## src/rtl/section_meter_pkg.sv

```systemverilog
// rtl/section_meter_pkg.sv - shared types and helpers for the section range meter
//
// Contents:
//   state_t     : meter FSM state (ACCUM collects frames, EMIT streams ranges)
//   chan_width  : width of a channel index, never less than one bit

package section_meter_pkg;

    typedef enum logic {
        ACCUM = 1'b0,
        EMIT  = 1'b1
    } state_t;

    function automatic int chan_width(input int channels);
        return (channels <= 1) ? 1 : $clog2(channels);
    endfunction

endpackage

```

## src/rtl/range_tracker.sv

```systemverilog
// rtl/range_tracker.sv - per-channel running minimum/maximum over a section
//
// Ports:
//   clk          : clock, rising edge
//   reset        : synchronous active-high reset
//   load         : load both min and max with sample (first frame of a section)
//   update       : fold sample into min/max (later frames of a section)
//   sample       : channel sample, signed or unsigned per SIGNED
//   range_value  : max - min of the registered state
//   range_next   : max - min as it will be after this cycle's load/update

module range_tracker #(
    parameter int WIDTH  = 16,
    parameter int SIGNED = 0
) (
    input  logic             clk,
    input  logic             reset,
    input  logic             load,
    input  logic             update,
    input  logic [WIDTH-1:0] sample,
    output logic [WIDTH-1:0] range_value,
    output logic [WIDTH-1:0] range_next
);

    logic [WIDTH-1:0] min_q;
    logic [WIDTH-1:0] max_q;
    logic [WIDTH-1:0] min_d;
    logic [WIDTH-1:0] max_d;
    logic             above_max;
    logic             below_min;

    always_comb begin
        if (SIGNED != 0) begin
            above_max = $signed(sample) > $signed(max_q);
            below_min = $signed(sample) < $signed(min_q);
        end else begin
            above_max = sample > max_q;
            below_min = sample < min_q;
        end
    end

    always_comb begin
        min_d = min_q;
        max_d = max_q;
        if (load) begin
            min_d = sample;
            max_d = sample;
        end else if (update) begin
            if (above_max) max_d = sample;
            if (below_min) min_d = sample;
        end
    end

    always_ff @(posedge clk) begin
        if (reset) begin
            min_q <= '0;
            max_q <= '0;
        end else begin
            min_q <= min_d;
            max_q <= max_d;
        end
    end

    // The true range never exceeds 2^WIDTH-1, so a modulo-2^WIDTH difference
    // is exact for both signed and unsigned samples.
    assign range_value = max_q - min_q;
    assign range_next  = max_d - min_d;

endmodule

```

## src/rtl/section_range_meter.sv

```systemverilog
// rtl/section_range_meter.sv - multi-channel section peak-to-peak meter
//
// Ports:
//   clk        : clock, rising edge
//   reset      : synchronous active-high reset
//   i_valid    : input frame valid
//   i_ready    : frame accepted when i_valid && i_ready (registered, state only)
//   i_value    : frame, channel n in bits [n*WIDTH +: WIDTH]
//   o_valid    : output word valid
//   o_ready    : output word consumed when o_valid && o_ready
//   o_value    : unsigned max - min for o_channel
//   o_channel  : channel index of o_value
//   o_last     : marks the final channel word of a section

module section_range_meter
    import section_meter_pkg::*;
#(
    parameter int WIDTH        = 16,
    parameter int CHANNELS     = 2,
    parameter int SAMPLE_COUNT = 735,
    parameter int SIGNED       = 0
) (
    input  logic                            clk,
    input  logic                            reset,
    input  logic                            i_valid,
    output logic                            i_ready,
    input  logic [CHANNELS*WIDTH-1:0]       i_value,
    output logic                            o_valid,
    input  logic                            o_ready,
    output logic [WIDTH-1:0]                o_value,
    output logic [chan_width(CHANNELS)-1:0] o_channel,
    output logic                            o_last
);

    localparam int CW    = chan_width(CHANNELS);
    localparam int CNTW  = $clog2(SAMPLE_COUNT + 1);
    localparam int NSLOT = 1 << CW;

    state_t            state;
    logic [CNTW-1:0]   count;
    logic [CW-1:0]     emit_idx;
    logic [CW-1:0]     next_idx;
    logic              accept;
    logic              first_frame;
    logic              last_frame;
    logic              next_is_last;

    // Ranges indexed by a full CW-bit index; slots beyond CHANNELS read zero.
    logic [WIDTH-1:0]  range_cur  [NSLOT];
    logic [WIDTH-1:0]  range_new  [CHANNELS];

    always_comb begin
        accept       = i_valid && i_ready;
        first_frame  = (count == '0);
        last_frame   = (count == CNTW'(SAMPLE_COUNT - 1));
        next_idx     = emit_idx + 1'b1;
        next_is_last = (next_idx == CW'(CHANNELS - 1));
    end

    genvar ch;
    generate
        for (ch = 0; ch < CHANNELS; ch++) begin : gen_track
            range_tracker #(
                .WIDTH  (WIDTH),
                .SIGNED (SIGNED)
            ) u_track (
                .clk         (clk),
                .reset       (reset),
                .load        (accept && first_frame),
                .update      (accept && !first_frame),
                .sample      (i_value[ch*WIDTH +: WIDTH]),
                .range_value (range_cur[ch]),
                .range_next  (range_new[ch])
            );
        end
        for (ch = CHANNELS; ch < NSLOT; ch++) begin : gen_pad
            assign range_cur[ch] = '0;
        end
    endgenerate

    always_ff @(posedge clk) begin
        if (reset) begin
            state     <= ACCUM;
            count     <= '0;
            emit_idx  <= '0;
            i_ready   <= 1'b1;
            o_valid   <= 1'b0;
            o_value   <= '0;
            o_channel <= '0;
            o_last    <= 1'b0;
        end else begin
            case (state)
                ACCUM: begin
                    if (accept) begin
                        if (last_frame) begin
                            // Channel 0's range must include the frame being
                            // accepted now, so it comes from the tracker's
                            // next-state value rather than its registers.
                            count     <= '0;
                            state     <= EMIT;
                            i_ready   <= 1'b0;
                            emit_idx  <= '0;
                            o_valid   <= 1'b1;
                            o_channel <= '0;
                            o_value   <= range_new[0];
                            o_last    <= (CHANNELS == 1);
                        end else begin
                            count <= count + 1'b1;
                        end
                    end
                end
                EMIT: begin
                    if (o_valid && o_ready) begin
                        if (o_last) begin
                            state   <= ACCUM;
                            i_ready <= 1'b1;
                            o_valid <= 1'b0;
                            o_last  <= 1'b0;
                        end else begin
                            emit_idx  <= next_idx;
                            o_channel <= next_idx;
                            o_value   <= range_cur[next_idx];
                            o_last    <= next_is_last;
                        end
                    end
                end
                default: state <= ACCUM;
            endcase
        end
    end

endmodule

```

## config.mk

```make
export PLATFORM = sky130hd
export DESIGN_NAME = section_range_meter
export DESIGN_NICKNAME = d
export VERILOG_FILES = /design/src/rtl/section_meter_pkg.sv /design/src/rtl/range_tracker.sv /design/src/rtl/section_range_meter.sv
export SDC_FILE = /design/constraint.sdc
export NUM_CORES = 1
export LEC_CHECK = 0
export ABC_CLOCK_PERIOD_IN_PS = 10700
export CAP_MARGIN = 5
export CORE_ASPECT_RATIO = 1.1
export CORE_MARGIN = 5
export CORE_UTILIZATION = 40
export DETAILED_ROUTE_END_ITERATION = 6
export REMOVE_ABC_BUFFERS = 1
export SLEW_MARGIN = 20
export SYNTH_ARGS = -nofsm -noshare
export SYNTH_HDL_FRONTEND = slang
export SYNTH_SLANG_ARGS = --single-unit
```

## constraint.sdc

```tcl
create_clock -name clk -period 10.7 [get_ports clk]
set_input_delay 1.07 -clock clk [delete_from_list [all_inputs] [get_ports clk]]
set_output_delay 1.07 -clock clk [all_outputs]
set_load 0.02 [all_outputs]
```

==> run summary, run 1 <==
Implementation progress

OpenSTA lists the critical path endpoint as o_value[15]. Setup slack on the worst reg-to-reg path comes out at 5.30 ns. The number of placed cells counting well taps stands at 1175.

The post-route cell area stands at 8448 um^2. Synthesis inferred 95 register bits. After synthesis the cells add up to 7400 um^2. The final weighted congestion in routability-driven placement stands at 0.8440.

The synthesized design contains 0 enable-type register cells. The number of placement rows stands at 52. STA classifies the critical path startpoint as an input pin. The final standard cell count with taps included and fillers excluded stands at 1190. In this run the critical register-to-register path is launched from count[0]. The peak supply drop stands at 0.08869 mV. Yosys shows that the main logic family after synthesis is AND-OR/OR-AND gates.

The xor-xnor portion of the synthesized cell area stands at 4.329%. The vertical die dimension stands at 152.7 um. The instance count along the most critical hold path stands at 2. The critical path data arrival time stands at 6.40 ns. The depth of the CTS H-tree stands at 3. Entering global routing, the biggest net connects 89 pins. The met1 routing resource usage after global routing stands at 23.53%. The flow ran to the end, and the final reports show no timing, DRC or antenna violations.

Yosys printed 0 warnings. The mean number of vias per cell stands at 5.218. The critical path in this run is classified as input pin to flip-flop. The starting density of the core stands at 40.47%. The proportion of synthesized area in mux cells stands at 7.406%. The flip-flop and latch area stands at 1902 um^2. Per the synthesis report, the AND-OR/OR-AND share of the synthesized area is 19.53%. The area of the multi-input gates stands at 5085 um^2. Measured against its own limit, the worst slew margin works out to 35.59%.

By instance count after routing, the leading logic cell type is nor2_1. Sequential cells were found to cover 25.70% of the synthesized design area. The maximum fanout along the worst path stands at 17. The top cell types in the final layout, fill and taps aside, are 122 x nor2_1, 110 x ha_1, 95 x dfxtp_1.

In the synthesis report, Yosys lists the chip area as 7400 um^2. The maximum clock path buffer count stands at 2. The class occupying the most area after layout is reported as logic gates. In the global route stage, met3 resource usage came out at 2.637%. In the synthesized netlist the async set-or-reset flop fraction comes to 0%.

According to the floorplan report, the placeable core area is 18280 um^2. The x dimension of the die stands at 139.7 um. The number of global-route vias before repair stands at 6115. The minimum clock period stands at 6.145 ns.

The non-clock buffer total of the final layout stands at 61. Per the layout area report, the combinational fraction of cell area is 60.19%. The number of distinct library cells after synthesis stands at 58.

The critical path endpoint has a required time of 10.96 ns. Once the clock tree was built, the resizer swapped 0 gates to a different size. Per the final layout report, the fraction of cells sized above drive strength 1 comes to 4.541%. Routed signal wires occupy layers up through met4. Nets still carrying antenna violations after routing amount to 0. In the final timing run, aggregate negative setup slack is 0 ns. For this run, the leading register cell type out of synthesis is dfxtp_1. In the Yosys report the total cell count is 904. The hold violation count in the final report stands at 0. The overall die size recorded for this design is 21320 um^2. In this run the cell area measured after placement is 8182 um^2. Overall routing resource usage recorded by global route was 17.19%. Averaged over all synthesized cells, the footprint is 8.185 um^2. In the final report, the number of pins over their slew limit comes to 0. The number of nets in the final layout stands at 1092. Per STA, the startpoint of the critical path is i_value[1].

In this run the worst hold path is classified as flip-flop to flip-flop. After layout, the setup clock skew is reported as 0.009440 ns. The clock sink count stands at 95.

The number of DRC violations after detailed routing stands at 0. The global route stage reports its total congestion overflow as 0. Counting cells, the worst reg-to-reg path comes to 19.

For reference, full adder, half adder and majority cells occupy 19.41% of the area reported after synthesis. The end-of-flow core utilization stands at 46.21%. The main area contributors are dfxtp_1 26%, ha_1 19%, nor2_1 6.2%. The largest registers in the layout are gen_track.u_track.max_q (32), gen_track.u_track.min_q (32), o_value (16).

The area share of buffers outside the clock network stands at 6.991%. The number of multi-input combinational cells in the layout is 694. In the hold report, the worst path ends at o_value[6]. In the final routing, the length of wire on met1 measures 9118 um. The worst setup path is captured at a flip-flop. The well-tap cell count stands at 243. The number of warnings the tools reported stands at 27. On the reported timing paths, the clock transition at the registers reads 0.06 ns. Counting the inverters off the clock network in the layout gives 82.

Setup repair after global routing left no endpoint under its margin. Summed over all nets, wire length on met2 after detailed routing comes to 8220 um. The measured slew at the worst slew-check pin stands at 0.9662 ns. The area fraction of the largest cell type after synthesis is 25.70%.

The average routed wire per standard cell stands at 15.13 um. The area growth from synthesis to layout is 14.17%. For this design the static power due to leakage is 3.492 nW. The critical path in the final layout is reported with a setup slack of 4.555 ns.
## run 1: worst max-delay path, cell delays in order
cell and delay (ns):
clkdlybuf4s50_1 0.50, ha_1 0.34, nor2b_1 0.13, o211ai_1 0.12, a2111oi_0 0.45, nor4_1 0.09
a211o_1 0.62, mux2i_1 0.41, inv_1 0.08, ha_1 0.27, nor2b_1 0.12, o21ai_0 0.29
o221ai_1 0.22, a41oi_1 0.41, o21ai_0 0.24, a31oi_1 0.26, xnor3_1 0.33, o22a_1 0.20
a311oi_1 0.24
## run 1: report_power, final
| group | total, W | internal (W) | switching (W) |
|---|---|---|---|
| clock network | 0.000298 | 0.000163 | 0.000135 |
| registers | 0.000387 | 0.000373 | 0.0000135 |
| logic | 0.000426 | 0.000194 | 0.000232 |
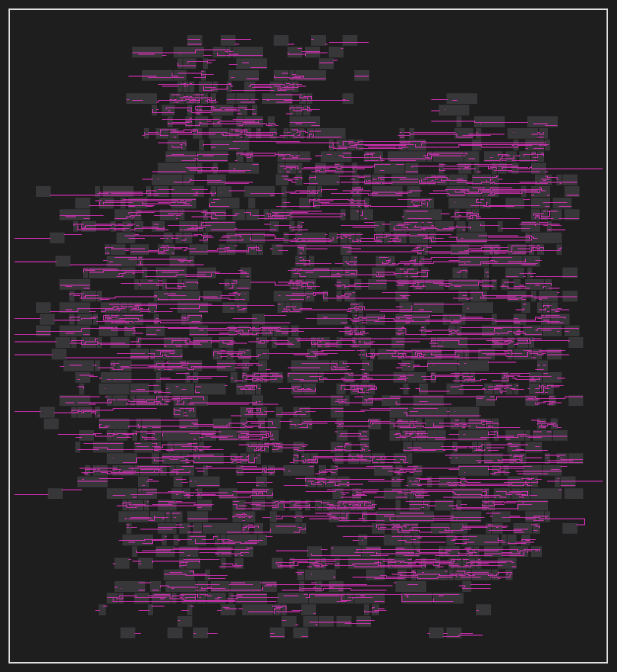
(run_1/m1.png)
- longest straight run: 52.4 um
- share of all routed wire: 51%

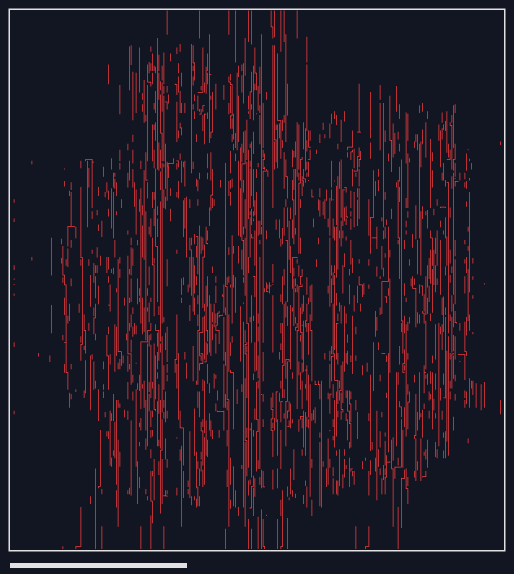
(run_1/m2.png)
The bar under the picture is 50 um long.
- nets with wire on the layer: 870
- longest straight run: 59.8 um
- share of all routed wire: 46%
routed wire length: 18010 um
DR vias: 6209
global-route met2 utilization: 28.37%

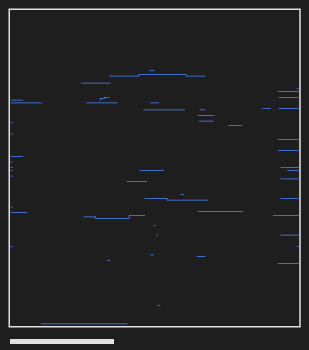
(run_1/m3.png)
The bar under the picture is 50 um long.
- longest straight run: 41.6 um
- share of all routed wire: 2.5%
- nets with wire on the layer: 40
- wire length on this layer: 443 um

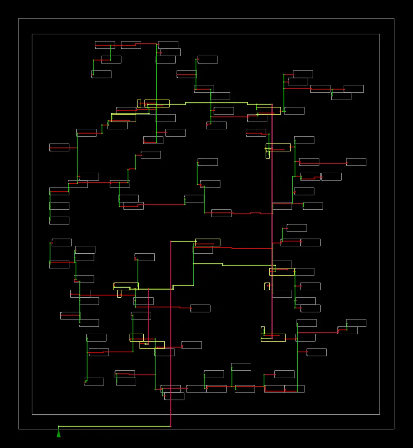
(run_1/clock_nets.png)
Clk power: 0.000298 W
TritonCTS buffer count: 9
clock buffer count in the final layout: 14
worst skew pair latency: 0.35 ns

==> run 1 -> run 2 <==
--- a/config.mk
+++ b/config.mk
@@ -5,7 +5,7 @@
 export SDC_FILE = /design/constraint.sdc
 export NUM_CORES = 1
 export LEC_CHECK = 0
-export ABC_CLOCK_PERIOD_IN_PS = 10700
+export ABC_CLOCK_PERIOD_IN_PS = 5500
 export CAP_MARGIN = 5
 export CORE_ASPECT_RATIO = 1.1
 export CORE_MARGIN = 5
==> constraint.sdc (replaced) <==
create_clock -name clk -period 5.5 [get_ports clk]
set_input_delay 0.55 -clock clk [delete_from_list [all_inputs] [get_ports clk]]
set_output_delay 0.55 -clock clk [all_outputs]
set_load 0.02 [all_outputs]
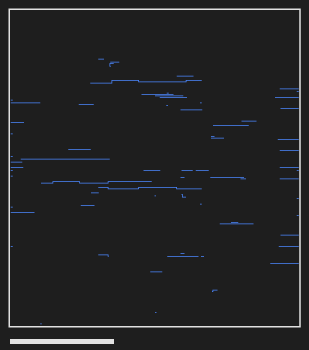
(run_2/m3.png)
The bar under the picture is 50 um long.
- nets with wire on the layer: 55
- wire length on this layer: 576 um
- main direction: horizontal
- share of all routed wire: 3.2%
- longest straight run: 42.8 um
DR vias: 6317
routed wire length: 18180 um
global routing usage on met3: 2.668%

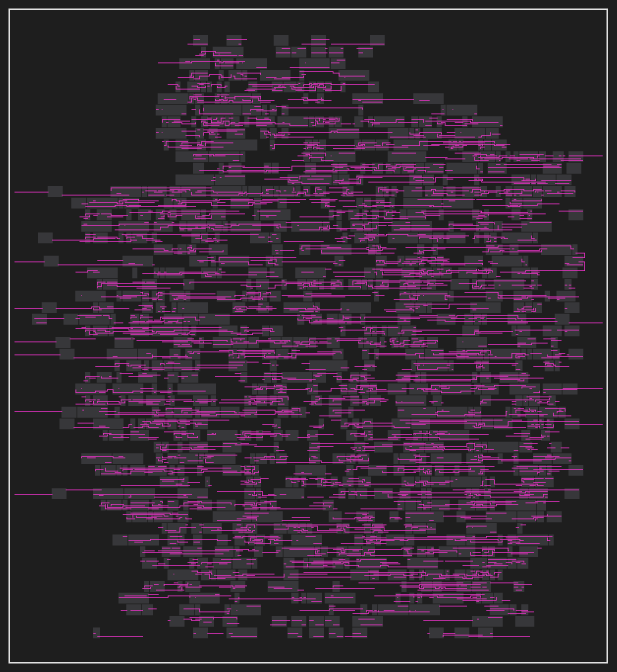
(run_2/m1.png)
- share of all routed wire: 49%
- longest straight run: 35.4 um
- wire length on this layer: 8940 um
- nets with wire on the layer: 1047
- main direction: horizontal
GR Layer Usage met1: 23.54%

==> run 2 against run 1 <==
  * Core utilization grew 0.69 points
  * Sequential power grew 94%
  * Clock power grew 120%
  * Routed wire length grew 0.95%
  * Via count grew 1.7%
  * Design area grew 1.5%
  * Largest power group unchanged
  * First-iteration DRC count grew 2.4%
  * Setup slack lost 4.1 ns
  * Worst hold slack lost 0.0025 ns
  * Synthesized cell count is the same
  * Cell count grew 1.0%
  * Global-route usage is essentially flat
==> run summary, run 2 <==
Implementation progress

The run finished with clean final reports. The share of final-layout standard cells stronger than drive strength 1 stands at 6.048%. The hold violation count in the final report stands at 0.

The measured slew at the worst slew-check pin stands at 1.102 ns. After layout, the worst setup slack is 0.4315 ns. The final-layout clock buffer total stands at 12.

For this run, the share of the core covered by cells in the final layout is 46.90%. The final number of max-transition violations stands at 0. The critical path buffer and inverter count stands at 1. The area of the multi-input gates stands at 5077 um^2.

By area, logic gates come first. Per STA, the worst path accumulates the most delay in the family AND-OR/OR-AND gates. The instance count along the most critical hold path stands at 2. CTS built an H-tree with a depth of 3. By area the synthesized netlist is led by dfxtp_1 26%, ha_1 19%, nor2_1 6.2%. After layout, the setup clock skew is reported as 0.01199 ns.

For flop-to-flop paths, the worst setup slack is 0.70 ns. The area fraction in compound gates after synthesis stands at 19.53%. Per the detailed placement report, the placed cell area equals 8264 um^2. The clock reaches the later pin of the worst-skew pair after 0.36 ns. The number of synthesis warnings stands at 0. The critical path data required time stands at 5.76 ns. The number of DRC violations after detailed routing stands at 0. In the layout the commonest cells are 122 x nor2_1, 110 x ha_1, 95 x dfxtp_1. The xor-xnor portion of the synthesized cell area stands at 4.329%. In the global route stage, overall resource usage came out at 17.24%. Wire segments on met2 add up to 8366 um in the final route. The initialized floorplan defines 52 standard-cell rows. The maximum clock path buffer count stands at 2. The netlist uses 58 different library cells. Non-clock inverters in the final layout number 82. The layout report lists the combined flip-flop and latch area as 1902 um^2. The minimum clock period stands at 5.069 ns. The maximum number of pins on one net before global-route repair stands at 40. The post-synthesis sequential element count stands at 95. In the routed layout, each cell is associated on average with a via count of 5.255. Setup repair after global routing left no endpoint under its margin.

The clock tree has to reach 95 sinks. In the synthesized netlist, the cells that appear most often are 122 x nor2_1, 110 x ha_1, 95 x dfxtp_1. In the final routing, the length of wire on met1 measures 8938 um. The startpoint identified for the worst register-to-register timing path is gen_track[0].u_track.max_q[1]. Per the TritonCTS log, the buffer count is 9. The chip area stands at 21320 um^2. The cell leakage power stands at 3.561 nW. The well-tap cell count stands at 243.

The proportion of synthesized area in mux cells stands at 7.406%. The critical path data arrival time stands at 5.33 ns. The cell area after synthesis stands at 7400 um^2. The combinational fraction of the cell area stands at 59.21%. The largest registers in the layout are gen_track.u_track.max_q (32), gen_track.u_track.min_q (32), o_value (16).

Per STA, the worst path is made up of clkdlybuf4s50_1 -> ha_1 -> nand4_1 -> or4_1 -> nor2_1 -> a211o_1 -> mux2_2 -> ha_1 -> nor2b_1 -> o21ai_0 -> a21oi_1 -> o41a_1 -> a221o_1 -> a2111oi_0 -> a41oi_1 -> a21o_1 -> a311oi_1. The post-synth tally of flip-flops with integrated enable stands at 0. The total of cells resized after clock tree synthesis stands at 0. Of all flip-flops after synthesis, the portion carrying an async set or reset was 0%. The critical path depth stands at 17. The number of warnings the tools reported stands at 27. The total cells reported by yosys after synthesis stands at 904. The multi-input combinational cell count stands at 694. The most common logic cell in the final layout is nor2_1. The worst register-to-register path has a depth of 18.

By area, the combinational part of the netlist is dominated by AND-OR/OR-AND gates. Per the OpenROAD floorplan log, the area of the core is 18280 um^2. The final standard cell count with taps included and fillers excluded stands at 1202.

Signal routing reaches up to met4. STA classifies the critical path startpoint as an input pin. The remaining max-slew budget at the tightest pin stands at 26.51%. Leaving out the clock tree, the finished layout contains a buffer count of 72. Looking at the cell usage after synthesis, the top flip-flop cell is dfxtp_1. The routed design uses 575 um of met3 wire. The capture point of the critical path was reported as o_value[12]. Compared with the post-synthesis result, the final layout area differs by 15.88%. The highest supply drop recorded on VDD is 0.1609 mV. The number of global-route vias before repair was 6236. The delay of the slowest cell on the worst path stands at 0.55 ns. The fraction of met2 tracks used by global routing stands at 28.26%.

The register area share after synthesis stands at 25.70%. The average routed wire per standard cell stands at 15.12 um. The detail route stage leaves a number of antenna-violating nets equal to 0.

The layout report gives the register share of total cell area as 22.18%. The area share of the leading cell type in the synthesized netlist stands at 25.70%. STA shows the worst min-delay path finishing at o_value[6]. After clock tree synthesis, the clock-pin slew on the worst setup and hold paths is 0.07 ns.
==> run 2: cell counts after synthesis <==
Identical to the previous run, type by type.
==> run 2: through the flow <==
step | TNS [ns] | power [W]
after floorplan | -1.706 | 0.001381
after global placement | 0 | 0.001599
after detailed placement | 0 | 0.001604
after CTS | 0 | 0.002282
after global routing | 0 | 0.002423
final | 0 | 0.002259
==> run 2: power breakdown <==
group | total (W) | internal, W | switching, W
Combinational | 0.000843 | 0.000389 | 0.000454
Clock | 0.000664 | 0.000379 | 0.000285
Sequential | 0.000752 | 0.000726 | 0.0000264
Total | 0.00226 | 0.00149 | 0.000765
==> run 2 -> run 3 <==
--- a/config.mk
+++ b/config.mk
@@ -12,7 +12,7 @@
 export CORE_UTILIZATION = 40
 export DETAILED_ROUTE_END_ITERATION = 6
 export REMOVE_ABC_BUFFERS = 1
-export SLEW_MARGIN = 20
+export SLEW_MARGIN = 15
 export SYNTH_ARGS = -nofsm -noshare
 export SYNTH_HDL_FRONTEND = slang
 export SYNTH_SLANG_ARGS = --single-unit
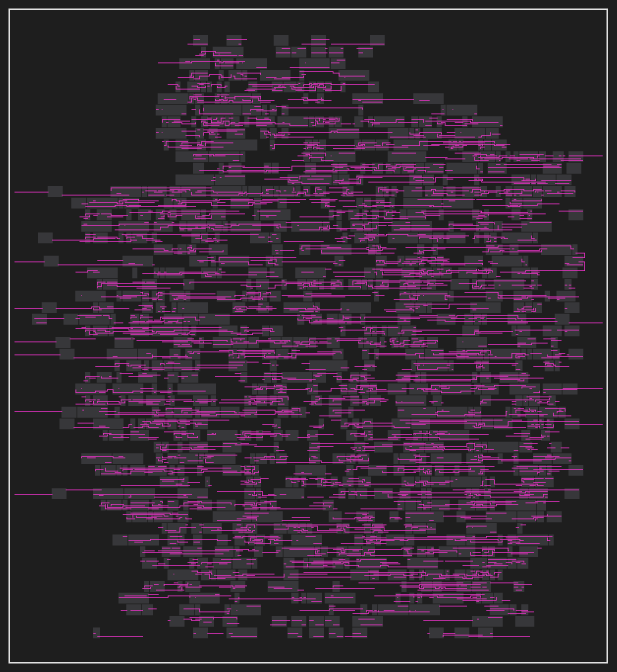
(run_3/m1.png)
- main direction: horizontal
- nets with wire on the layer: 1047
- longest straight run: 35.4 um
- wire length on this layer: 8940 um
- share of all routed wire: 49%

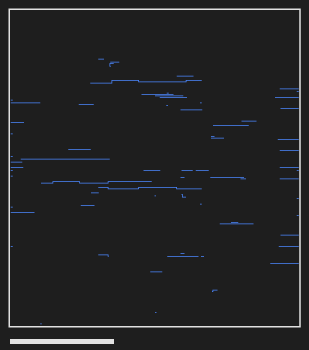
(run_3/m3.png)
The bar under the picture is 50 um long.
- wire length on this layer: 576 um
- longest straight run: 42.8 um
- nets with wire on the layer: 55
- share of all routed wire: 3.2%
- main direction: horizontal

==> run 3 against run 2 <==
  * Register-to-register slack hardly changed
  * Sequential power hardly changed
  * Via count stayed put
  * Total power stayed put
  * Clock power hardly changed
  * Non-clock buffer count stayed put
  * Fmax stayed put
  * Design area stayed put
  * Cell count stayed put
==> run summary, run 3 <==
Implementation progress

The overall power consumption stands at 0.002259 W. The final hold violation count recorded for this run is 0. The share of final-layout standard cells stronger than drive strength 1 stands at 6.048%. The top cell types in the final layout, fill and taps aside, are 122 x nor2_1, 110 x ha_1, 95 x dfxtp_1. STA classifies the critical path startpoint as an input pin. The peak supply drop stands at 0.1609 mV. The detailed router reported a total wirelength of 18180 um. The initialized floorplan defines 52 standard-cell rows. The final timing report derives a shortest allowable period of 5.069 ns. The synthesized netlist devotes 4.329% of its cell area to XOR and XNOR gates.

Yosys printed 0 warnings. According to the CTS report, the clock sink count is 95. The post-route cell area stands at 8574 um^2. After routing, the total negative slack on setup checks comes to 0 ns. The insertion delay of the later-clocked pin in the worst-skew pair stands at 0.36 ns. In this run, placement finished with an instance count of 1186.

By instance count after routing, the leading logic cell type is nor2_1. Summed over its instances, the top area cell type makes up 25.70% of the synthesized netlist area. The starting density of the core stands at 40.47%. The first detailed-routing pass ran for 5 iterations. For this run, the final setup violation count is recorded as 0. The power share of the sequential group stands at 33.3%.

After synthesis, the largest family of logic cells by area is AND-OR/OR-AND gates. Yosys stat counts 904 cells in the synthesized netlist. The fraction of registers with async set/reset stands at 0%.

Data on the critical path arrives at its endpoint at 5.33 ns. According to the finish report, the design has a final net count of 1103. Broken down by cell family, the worst path's largest delay share belongs to AND-OR/OR-AND gates.

After synthesis, the mean cell area works out to 8.185 um^2. The sequential power stands at 0.000752 W. The delay of the slowest cell on the worst path stands at 0.55 ns.

The script extracted a total leakage power of 3.561 nW. The clock-pin slew of the registers on the worst-case setup and hold paths stands at 0.07 ns. The total of cells resized after clock tree synthesis stands at 0. In this run switching power makes up 33.88% of total power. The critical path ends at o_value[12]. The area fraction in compound gates after synthesis stands at 19.53%. The vertical die dimension stands at 152.7 um. The instance area after placement stands at 8264 um^2. The mean number of vias per cell stands at 5.255. The worst setup path is captured at a flip-flop. By count the netlist is led by 122 x nor2_1, 110 x ha_1, 95 x dfxtp_1. Summing the sequential cell areas from Yosys gives 25.70% of the chip area.

In this run, the synthesized area fraction spent on adder and majority cells is recorded as 19.41%. In the post-synthesis netlist, the biggest area contributors are dfxtp_1 26%, ha_1 19%, nor2_1 6.2%. The registers reported with the highest flop counts are gen_track.u_track.max_q (32), gen_track.u_track.min_q (32), o_value (16). The final timing report lists a max-slew violation count of 0. The total area inside the core boundary comes to 18280 um^2. After synthesis the cells add up to 7400 um^2. The critical path data required time stands at 5.76 ns. After detailed routing, the number of remaining DRC violations is 0. For flop-to-flop paths, the worst setup slack is 0.70 ns. STA shows the worst min-delay path finishing at o_value[6]. The cell that appears most often on the critical path is ha_1. The clock network accounts for 29.4% of the total power. The flow ran to the end, and the final reports show no timing, DRC or antenna violations.

In the post-route analysis, the smallest setup slack over all paths is 0.4315 ns. In this run the tools logged warnings totalling 27. All stages included, the depth of the critical timing path comes to 17.

The combinational fraction of design power stands at 37.3%. The dominant power group in this design is combinational cells. The synthesis report names the predominant flop master as dfxtp_1. Per the timing report, the most critical flop-to-flop path originates at gen_track[0].u_track.max_q[1]. The combinational cell power stands at 0.000843 W. For reference, the mux area share after synthesis is 7.406%.

The min-delay analysis places its worst path in the category flip-flop to flip-flop. Counting along the longest clock path gives a buffer depth of 2. Compared with the post-synthesis result, the final layout area differs by 15.88%. Counting the buffers created by CTS gives 9. The end-of-flow core utilization stands at 46.90%. The final setup skew stands at 0.01199 ns. Listed in order, past its start point the critical path passes clkdlybuf4s50_1 -> ha_1 -> nand4_1 -> or4_1 -> nor2_1 -> a211o_1 -> mux2_2 -> ha_1 -> nor2b_1 -> o21ai_0 -> a21oi_1 -> o41a_1 -> a221o_1 -> a2111oi_0 -> a41oi_1 -> a21o_1 -> a311oi_1. The critical path buffer and inverter count stands at 1. In this run, synthesis produced a sequential element count of 95. In this run, synthesis inferred 0 flip-flops with an integrated enable. The final weighted congestion recorded by global placement is 0.8342. In this run the remaining antenna-violating nets after routing total 0. Derived from the worst setup path, the maximum achievable clock frequency is 197.3 MHz. Hold analysis shows the worst path with a depth of 2.

The chip area stands at 21320 um^2. The maximum number of pins on one net before global-route repair stands at 40. Of the available clock period, the critical path in the final layout requires 92.15%. Per the timing report, the biggest fanout along the worst path comes to 5. The remaining max-slew budget at the tightest pin stands at 26.51%.

The slowest stage of the critical path belongs to the cell or4_1. Counting cells, the worst reg-to-reg path comes to 18. For reference, the most critical setup path is categorized as input pin to flip-flop.

The global routing report lists combined usage of all routing layers as 17.24%. Looking at the clock tree report, the H-tree level count equals 3. The fraction of the mapped netlist area in simple logic gates stands at 17.57%. The clock network power reported by the tool is 0.000664 W. The aggregate global routing overflow stands at 0.

The internal portion of the total power is 0.001494 W. The routed via count stands at 6317. The switching power stands at 0.0007652 W. The most critical setup path has its startpoint at i_value[14]. Setup repair after global routing left no endpoint under its margin.
## run 3: cell counts in the layout (fill, tap and decap cells not counted)
Identical to the previous run, type by type.
## run 3: cell type report
cell class,count,area [um^2],share of cell area [%]
repair buffers,72,673.1,7.851
multi-input cells,694,5077,59.21
clock inverters,4,53.80,0.6275
well taps,243,304.0,3.546
inverters,82,307.8,3.590
clock buffers,12,256.5,2.991
flip-flops and latches,95,1902,22.18
## run 3: metal layers
layer | vias to the layer above | part of all wire [%] | GRT usage [%]
met3 | 18 | 3.2 | 2.668
met5 | - | 0 | 0
li1 | 3322 | - | -
met1 | 2878 | 49 | 23.54
met4 | 0 | 1.6 | 4.845
met2 | 99 | 46 | 28.26
Power figures rest on the tool's default switching activity, not on a simulated workload.
